<file path="src/rtl/occ_gtpe2_rx_aligner.sv">
// occ_gtpe2_rx_aligner: K28.5 byte aligner and LOS/ACQ/SYNC link FSM for the 2-lane GTPE2 RX stream.
// Define OCC_RX_ALIGNER_STATS_EN to build the err_cnt_o / los_cnt_o statistics counters.

module occ_gtpe2_rx_aligner #(
  parameter int g_ACQ_COMMAS    = 4,
  parameter int g_ERR_MAX       = 8,
  parameter int g_GOOD_RUN      = 64,
  parameter int g_COMMA_TIMEOUT = 256
) (
  input  logic        usrclk_i,
  input  logic        rst_i,
  input  logic        rxresetdone_i,
  input  logic [15:0] rxdata_i,
  input  logic [1:0]  rxcharisk_i,
  input  logic [1:0]  rxdisperr_i,
  input  logic [1:0]  rxnotintable_i,
  output logic [15:0] data_o,
  output logic [1:0]  charisk_o,
  output logic        valid_o,
  output logic        link_up_o,
  output logic        byte_swap_o,
  output logic [15:0] err_cnt_o,
  output logic [7:0]  los_cnt_o
);

  localparam int LP_ACQ_W = $clog2(g_ACQ_COMMAS + 1);
  localparam int LP_WIN_W = $clog2(g_ERR_MAX + 1);
  localparam int LP_RUN_W = $clog2(g_GOOD_RUN + 1);
  localparam int LP_TO_W  = $clog2(g_COMMA_TIMEOUT + 1);

  localparam logic [LP_ACQ_W-1:0] LP_ACQ_ONE  = LP_ACQ_W'(1);
  localparam logic [LP_ACQ_W-1:0] LP_ACQ_LAST = LP_ACQ_W'(g_ACQ_COMMAS - 1);
  localparam logic [LP_WIN_W-1:0] LP_WIN_LAST = LP_WIN_W'(g_ERR_MAX - 1);
  localparam logic [LP_RUN_W-1:0] LP_RUN_LAST = LP_RUN_W'(g_GOOD_RUN - 1);
  localparam logic [LP_TO_W-1:0]  LP_TO_LAST  = LP_TO_W'(g_COMMA_TIMEOUT - 1);
  localparam logic [7:0]          LP_K28_5    = 8'hBC;

  typedef enum logic [1:0] {ST_LOS, ST_ACQ, ST_SYNC} state_t;

  // Input stage: current raw word plus the high byte of the previous one
  logic [15:0] r_cur_data;
  logic [1:0]  r_cur_k, r_cur_de, r_cur_nt;
  logic        r_cur_vld;
  logic [7:0]  r_prev_hi;
  logic        r_prev_k_hi, r_prev_bad_hi;

  always_ff @(posedge usrclk_i) begin
    // NOTE: sequential state uses non-blocking assignments so every register samples pre-edge values.
    if (rst_i) begin
      r_cur_data    <= '0;
      r_cur_k       <= '0;
      r_cur_de      <= '0;
      r_cur_nt      <= '0;
      r_cur_vld     <= 1'b0;
      r_prev_hi     <= '0;
      r_prev_k_hi   <= 1'b0;
      r_prev_bad_hi <= 1'b0;
    end else begin
      r_cur_data    <= rxdata_i;
      r_cur_k       <= rxcharisk_i;
      r_cur_de      <= rxdisperr_i;
      r_cur_nt      <= rxnotintable_i;
      r_cur_vld     <= rxresetdone_i;
      r_prev_hi     <= r_cur_data[15:8];
      r_prev_k_hi   <= r_cur_k[1];
      r_prev_bad_hi <= r_cur_de[1] | r_cur_nt[1];
    end
  end

  state_t              r_state, w_state_nxt;
  logic                r_swap, w_swap_nxt;
  logic [LP_ACQ_W-1:0] r_acq_cnt, w_acq_nxt;
  logic [LP_WIN_W-1:0] r_err_win, w_win_nxt;
  logic [LP_RUN_W-1:0] r_good_run, w_run_nxt;
  logic [LP_TO_W-1:0]  r_to_cnt, w_to_nxt;
  logic                w_valid_nxt, w_drop;

  logic [1:0]  w_cur_bad;
  logic [15:0] w_al_data;
  logic [1:0]  w_al_k, w_al_bad;
  logic        w_word_err, w_al_comma, w_comma_hi, w_comma_lo, w_wrong_comma, w_timeout;

  assign w_cur_bad     = r_cur_de | r_cur_nt;
  assign w_al_data     = r_swap ? {r_cur_data[7:0], r_prev_hi} : r_cur_data;
  assign w_al_k        = r_swap ? {r_cur_k[0], r_prev_k_hi}    : r_cur_k;
  assign w_al_bad      = r_swap ? {w_cur_bad[0], r_prev_bad_hi} : w_cur_bad;
  assign w_word_err    = |w_al_bad;
  assign w_al_comma    = r_cur_vld & w_al_k[1] & (w_al_data[15:8] == LP_K28_5);
  assign w_comma_hi    = r_cur_vld & r_cur_k[1] & (r_cur_data[15:8] == LP_K28_5);
  assign w_comma_lo    = r_cur_vld & r_cur_k[0] & (r_cur_data[7:0] == LP_K28_5);
  // A raw hi-lane comma under swap=1 lands in byte [7:0] of the next aligned word
  assign w_wrong_comma = r_swap ? w_comma_hi : w_comma_lo;
  assign w_timeout     = (r_to_cnt == LP_TO_LAST) & ~w_al_comma;

  always_comb begin
    // NOTE: every signal driven here gets a default first so no path can infer a latch.
    w_state_nxt = r_state;
    w_swap_nxt  = r_swap;
    w_acq_nxt   = r_acq_cnt;
    w_win_nxt   = r_err_win;
    w_run_nxt   = r_good_run;
    w_to_nxt    = (r_state == ST_LOS || w_al_comma) ? '0 : r_to_cnt + LP_TO_W'(1);
    w_drop      = 1'b0;
    case (r_state)
      ST_LOS: begin
        if (w_comma_hi && !w_cur_bad[1]) begin
          w_swap_nxt  = 1'b0;
          w_acq_nxt   = LP_ACQ_ONE;
          w_state_nxt = ST_ACQ;
        end else if (w_comma_lo && !w_cur_bad[0]) begin
          w_swap_nxt  = 1'b1;
          w_acq_nxt   = LP_ACQ_ONE;
          w_state_nxt = ST_ACQ;
        end
      end
      ST_ACQ: begin
        if (w_word_err || w_wrong_comma || w_timeout) begin
          w_state_nxt = ST_LOS;
          w_acq_nxt   = '0;
          w_to_nxt    = '0;
        end else if (w_al_comma) begin
          if (r_acq_cnt >= LP_ACQ_LAST) begin
            w_state_nxt = ST_SYNC;
            w_acq_nxt   = '0;
            w_win_nxt   = '0;
            w_run_nxt   = '0;
          end else begin
            w_acq_nxt = r_acq_cnt + LP_ACQ_W'(1);
          end
        end
      end
      ST_SYNC: begin
        if (w_word_err) begin
          w_run_nxt = '0;
          if (r_err_win == LP_WIN_LAST) w_drop = 1'b1;
          else                          w_win_nxt = r_err_win + LP_WIN_W'(1);
        end else if (r_good_run == LP_RUN_LAST) begin
          w_run_nxt = '0;
          if (r_err_win != '0) w_win_nxt = r_err_win - LP_WIN_W'(1);
        end else begin
          w_run_nxt = r_good_run + LP_RUN_W'(1);
        end
        if (w_wrong_comma || w_timeout) w_drop = 1'b1;
      end
      default: w_state_nxt = ST_LOS;
    endcase
    if (w_drop || !rxresetdone_i) begin
      w_state_nxt = ST_LOS;
      w_acq_nxt   = '0;
      w_win_nxt   = '0;
      w_run_nxt   = '0;
      w_to_nxt    = '0;
    end
    if (!rxresetdone_i) w_swap_nxt = r_swap;
    w_valid_nxt = (r_state == ST_SYNC) && (w_state_nxt == ST_SYNC) && !w_word_err && r_cur_vld;
  end

  always_ff @(posedge usrclk_i) begin
    if (rst_i) begin
      r_state    <= ST_LOS;
      r_swap     <= 1'b0;
      r_acq_cnt  <= '0;
      r_err_win  <= '0;
      r_good_run <= '0;
      r_to_cnt   <= '0;
    end else begin
      r_state    <= w_state_nxt;
      r_swap     <= w_swap_nxt;
      r_acq_cnt  <= w_acq_nxt;
      r_err_win  <= w_win_nxt;
      r_good_run <= w_run_nxt;
      r_to_cnt   <= w_to_nxt;
    end
  end

  logic [15:0] r_data_o;
  logic [1:0]  r_charisk_o;
  logic        r_valid_o;

  always_ff @(posedge usrclk_i) begin
    // NOTE: the data path is reset too, so data_o reads 0 after reset rather than stale words.
    if (rst_i) begin
      r_data_o    <= '0;
      r_charisk_o <= '0;
      r_valid_o   <= 1'b0;
    end else begin
      r_data_o    <= w_al_data;
      r_charisk_o <= w_al_k;
      r_valid_o   <= w_valid_nxt;
    end
  end

  assign data_o      = r_data_o;
  assign charisk_o   = r_charisk_o;
  assign valid_o     = r_valid_o;
  assign link_up_o   = (r_state == ST_SYNC);
  assign byte_swap_o = r_swap;

`ifdef OCC_RX_ALIGNER_STATS_EN
  logic [15:0] r_err_cnt;
  logic [7:0]  r_los_cnt;
  logic        w_err_inc, w_los_inc;

  assign w_err_inc = (r_state == ST_SYNC) & w_word_err;
  assign w_los_inc = (r_state == ST_SYNC) & (w_state_nxt != ST_SYNC);

  always_ff @(posedge usrclk_i) begin
    if (rst_i) begin
      r_err_cnt <= '0;
      r_los_cnt <= '0;
    end else begin
      if (w_err_inc && (r_err_cnt != '1)) r_err_cnt <= r_err_cnt + 16'd1;
      if (w_los_inc && (r_los_cnt != '1)) r_los_cnt <= r_los_cnt + 8'd1;
    end
  end

  assign err_cnt_o = r_err_cnt;
  assign los_cnt_o = r_los_cnt;
`else
  assign err_cnt_o = '0;
  assign los_cnt_o = '0;
`endif

endmodule

</file>
<file path="config.mk">
export PLATFORM = sky130hd
export DESIGN_NAME = occ_gtpe2_rx_aligner
export DESIGN_NICKNAME = d
export VERILOG_FILES = /design/src/rtl/occ_gtpe2_rx_aligner.sv
export SDC_FILE = /design/constraint.sdc
export NUM_CORES = 1
export LEC_CHECK = 0
export CAP_MARGIN = 20
export CORE_MARGIN = 2
export CORE_UTILIZATION = 30
export CTS_BUF_LIST = sky130_fd_sc_hd__clkbuf_4 sky130_fd_sc_hd__clkbuf_8
export DETAILED_ROUTE_END_ITERATION = 10
export GPL_TIMING_DRIVEN = 1
export PLACE_DENSITY_LB_ADDON = 0.1
export RECOVER_POWER = 50
export SLEW_MARGIN = 20
export SYNTH_ARGS = -nofsm -noshare
export SYNTH_HDL_FRONTEND = slang
export SYNTH_SLANG_ARGS = --single-unit
</file>
<file path="constraint.sdc">
create_clock -name usrclk_i -period 2.9 [get_ports usrclk_i]
set_clock_uncertainty 0.15 [all_clocks]
set_input_delay 0.435 -clock usrclk_i [delete_from_list [all_inputs] [get_ports usrclk_i]]
set_output_delay 0.435 -clock usrclk_i [all_outputs]
set_load 0.02 [all_outputs]
</file>
### Clock nets

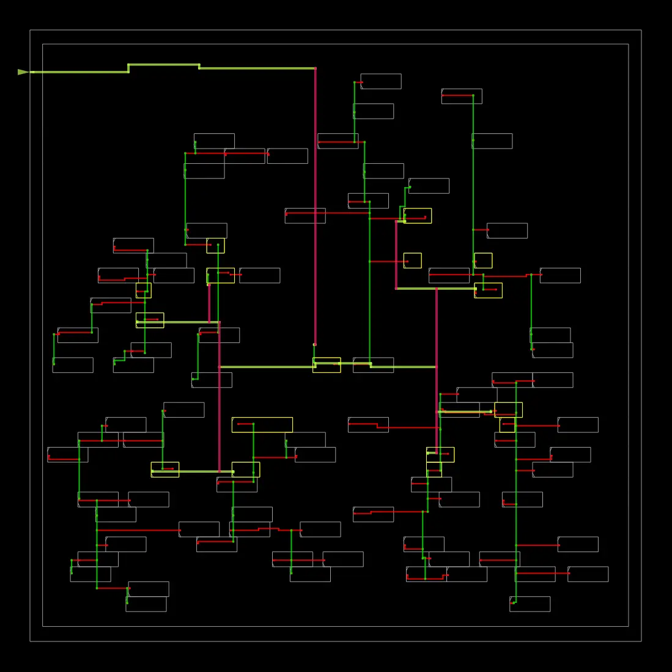
Latency at later pin: 0.35 ns
# clk buffers: 10
Power Clock: 0.823 mW
Sink Count: 78

### Layout detail

Window x 43 to 68, y 43 to 68 um. Cells in grey, sequential cells in the stronger grey; small squares are vias.
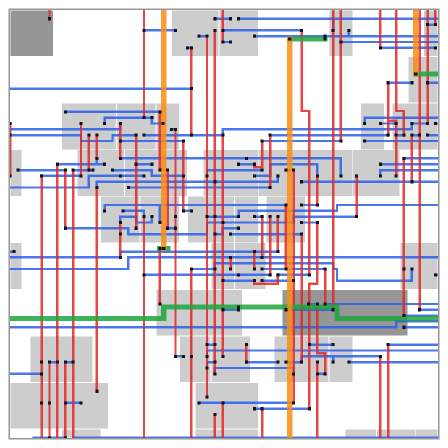
Key: red = metal 2; orange = metal 4; blue = metal 1; green = metal 3
32 logic cells have their middle in the window. Netlist names of flops here include r_acq_cnt (1). Most frequent: nor2_1 (4). Sequential cells in the window: 1.

==> flow_metrics.tcl <==
# yosys + openroad results
set metrics [dict create \
    status "finished with violations" \
    violations "max-capacitance violations, max-slew violations" \
    simple_gate_share_pct 23.9 \
    slowest_stage "o32a_1" \
    startpoint "r_to_cnt[0]$_SDFF_PP0_" \
    gr-total-overflow 0 \
    drv_cap 1 \
    vdd_ir_drop_max_uv 267 \
    met1_length_um 3380 \
    highest-signal-layer "met4" \
    grt_pass1_wl_um 11700 \
    root_buffer "clkbuf_8" \
    tool_warnings 30 \
    hold_violations 0 \
    cp.required_ns 3.01 \
    fin_cells 546 \
    crit_type "flip-flop to flip-flop" \
    top_area_share_pct 45.2 \
    syn-instance-count 352 \
    endpoint "r_state[0]$_SDFF_PP0_" \
    die_x_um 111 \
    startpoint_type "flip-flop" \
    nets 436 \
    die_area_um2 12400 \
    rows 39 \
    grt_pass1_vias 2486 \
    synth.largest_area_cell "dfxtp_1" \
    met3_length_um 272 \
    cp-end-kind "flip-flop" \
    drv_slew 52 \
    vias 2473 \
    place_ws_ns 0.197 \
    tightest_slew_ns 2.11 \
    clk_pin_slew_ns 0.08 \
]
### Clock network drawn from the DEF

Drawn at 4 px/um.
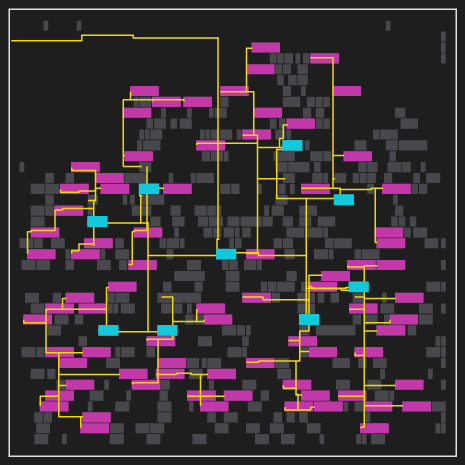
Key: yellow = clock wires [length 1020 um]; magenta = flip-flops [count 78]; cyan = clock drivers [count 9]
Position of the flops: widely spread. There are 10 routed clock nets.
Clock power frac: 39.0%

## power breakdown
part           switching (mW)  total (mW)  internal [mW]
clock                   0.410       0.823          0.413
sequential             0.0192        1.12           1.10
combinational          0.0896       0.162         0.0727
## routing by layer
metal  track usage [%]  up-vias
met3              3.48       15
met1              14.9     1144
met2              18.4       51
met5                 0        -
met4              5.68        0
li1                  -     1263
## cells in the mapped netlist, types with 3 or more instances
cell and number:
xnor2_1 4, nor2_1 36, nand2b_1 5, xor2_1 4, o21ai_0 10, and4_1 3, o31ai_1 4, and3_1 3
nor3_1 5, nand3_1 5, nor2b_1 35, a21oi_1 15, dfxtp_1 78, a211oi_1 3, inv_1 8, or3_1 9
buf_2 3, nand4_1 7, clkbuf_1 6, nand4b_1 3, ha_1 12, mux2i_1 21, buf_4 24, nand2_1 10
## cell type report
cell class | count | area [um2] | area share (%)
well taps | 143 | 179 | 4.31
inverters | 9 | 33.8 | 0.813
clock buffers | 10 | 131 | 3.16
repair buffers | 48 | 464 | 11.2
flip-flops and latches | 78 | 1560 | 37.6
clock inverters | 6 | 71.3 | 1.72
multi-input cells | 252 | 1710 | 41.2
## stage by stage
stage / util (%) / hold WS, ns
finish: 36.7 / 0.169
global route: 36.7 / 0.145
CTS: 36.7 / 0.154
detailed placement: 34.9 / 0.303
global placement: 34.9 / 0.287
floorplan: - / 0.276
## worst max-delay path, delay by kind of cell (launching register included)
family / cells / cell delay [ns]
AND/OR/NAND/NOR: 5 / 1.03
adder cells (fa/ha/maj): 2 / 0.43
AND-OR/OR-AND: 3 / 0.67
flip-flops: 1 / 0.33
## sequential cells by signal, indices dropped and copies added, names as in the netlist, 2 cells and up
register    flops
data_o         16
charisk_o       2
r_cur_de        2
r_cur_k         2
r_err_win       4
r_acq_cnt       3
r_to_cnt        9
r_cur_data     16
r_cur_nt        2
r_state         2
r_prev_hi       8
r_good_run      7
## placed cells by master (no fill, tap or decap), types with 3 or more instances in the layout
cell and count:
dfxtp_1 78, clkdlybuf4s50_1 43, nor2_1 36, nor2b_1 35
conb_1 24, mux2i_1 21, a21oi_1 15, ha_1 12
nand2_1 10, o21ai_0 10, or3_1 9, clkbuf_8 9
inv_1 8, nand4_1 7, nand3_1 5, nand2b_1 5
nor3_1 5, xor2_1 4, o31ai_1 4, xnor2_1 4
and3_1 3, and4_1 3, nand4b_1 3, a211oi_1 3
## cell families after synthesis
family	Yosys count
other cells	1
xor+xnor	8
simple gates	137
mux	21
compound gates	49
flops	78
fa+ha+maj	13
buf+inv	45
## how the worst min path moves through the flow
stage / depth (start not counted) / slack, ns / from / end
after floorplan: 1 / 0.28 / r_to_cnt[0]$_SDFF_PP0_ / r_to_cnt[0]$_SDFF_PP0_
after global placement: 1 / 0.29 / r_to_cnt[0]$_SDFF_PP0_ / r_to_cnt[0]$_SDFF_PP0_
after detailed placement: 1 / 0.30 / r_to_cnt[0]$_SDFF_PP0_ / r_to_cnt[0]$_SDFF_PP0_
after CTS: 2 / 0.15 / rst_i / r_cur_vld$_SDFF_PP0_
after global routing: 2 / 0.14 / rst_i / r_cur_vld$_SDFF_PP0_
final: 2 / 0.17 / rst_i / r_cur_vld$_SDFF_PP0_
Power figures rest on the tool's default switching activity, not on a simulated workload.
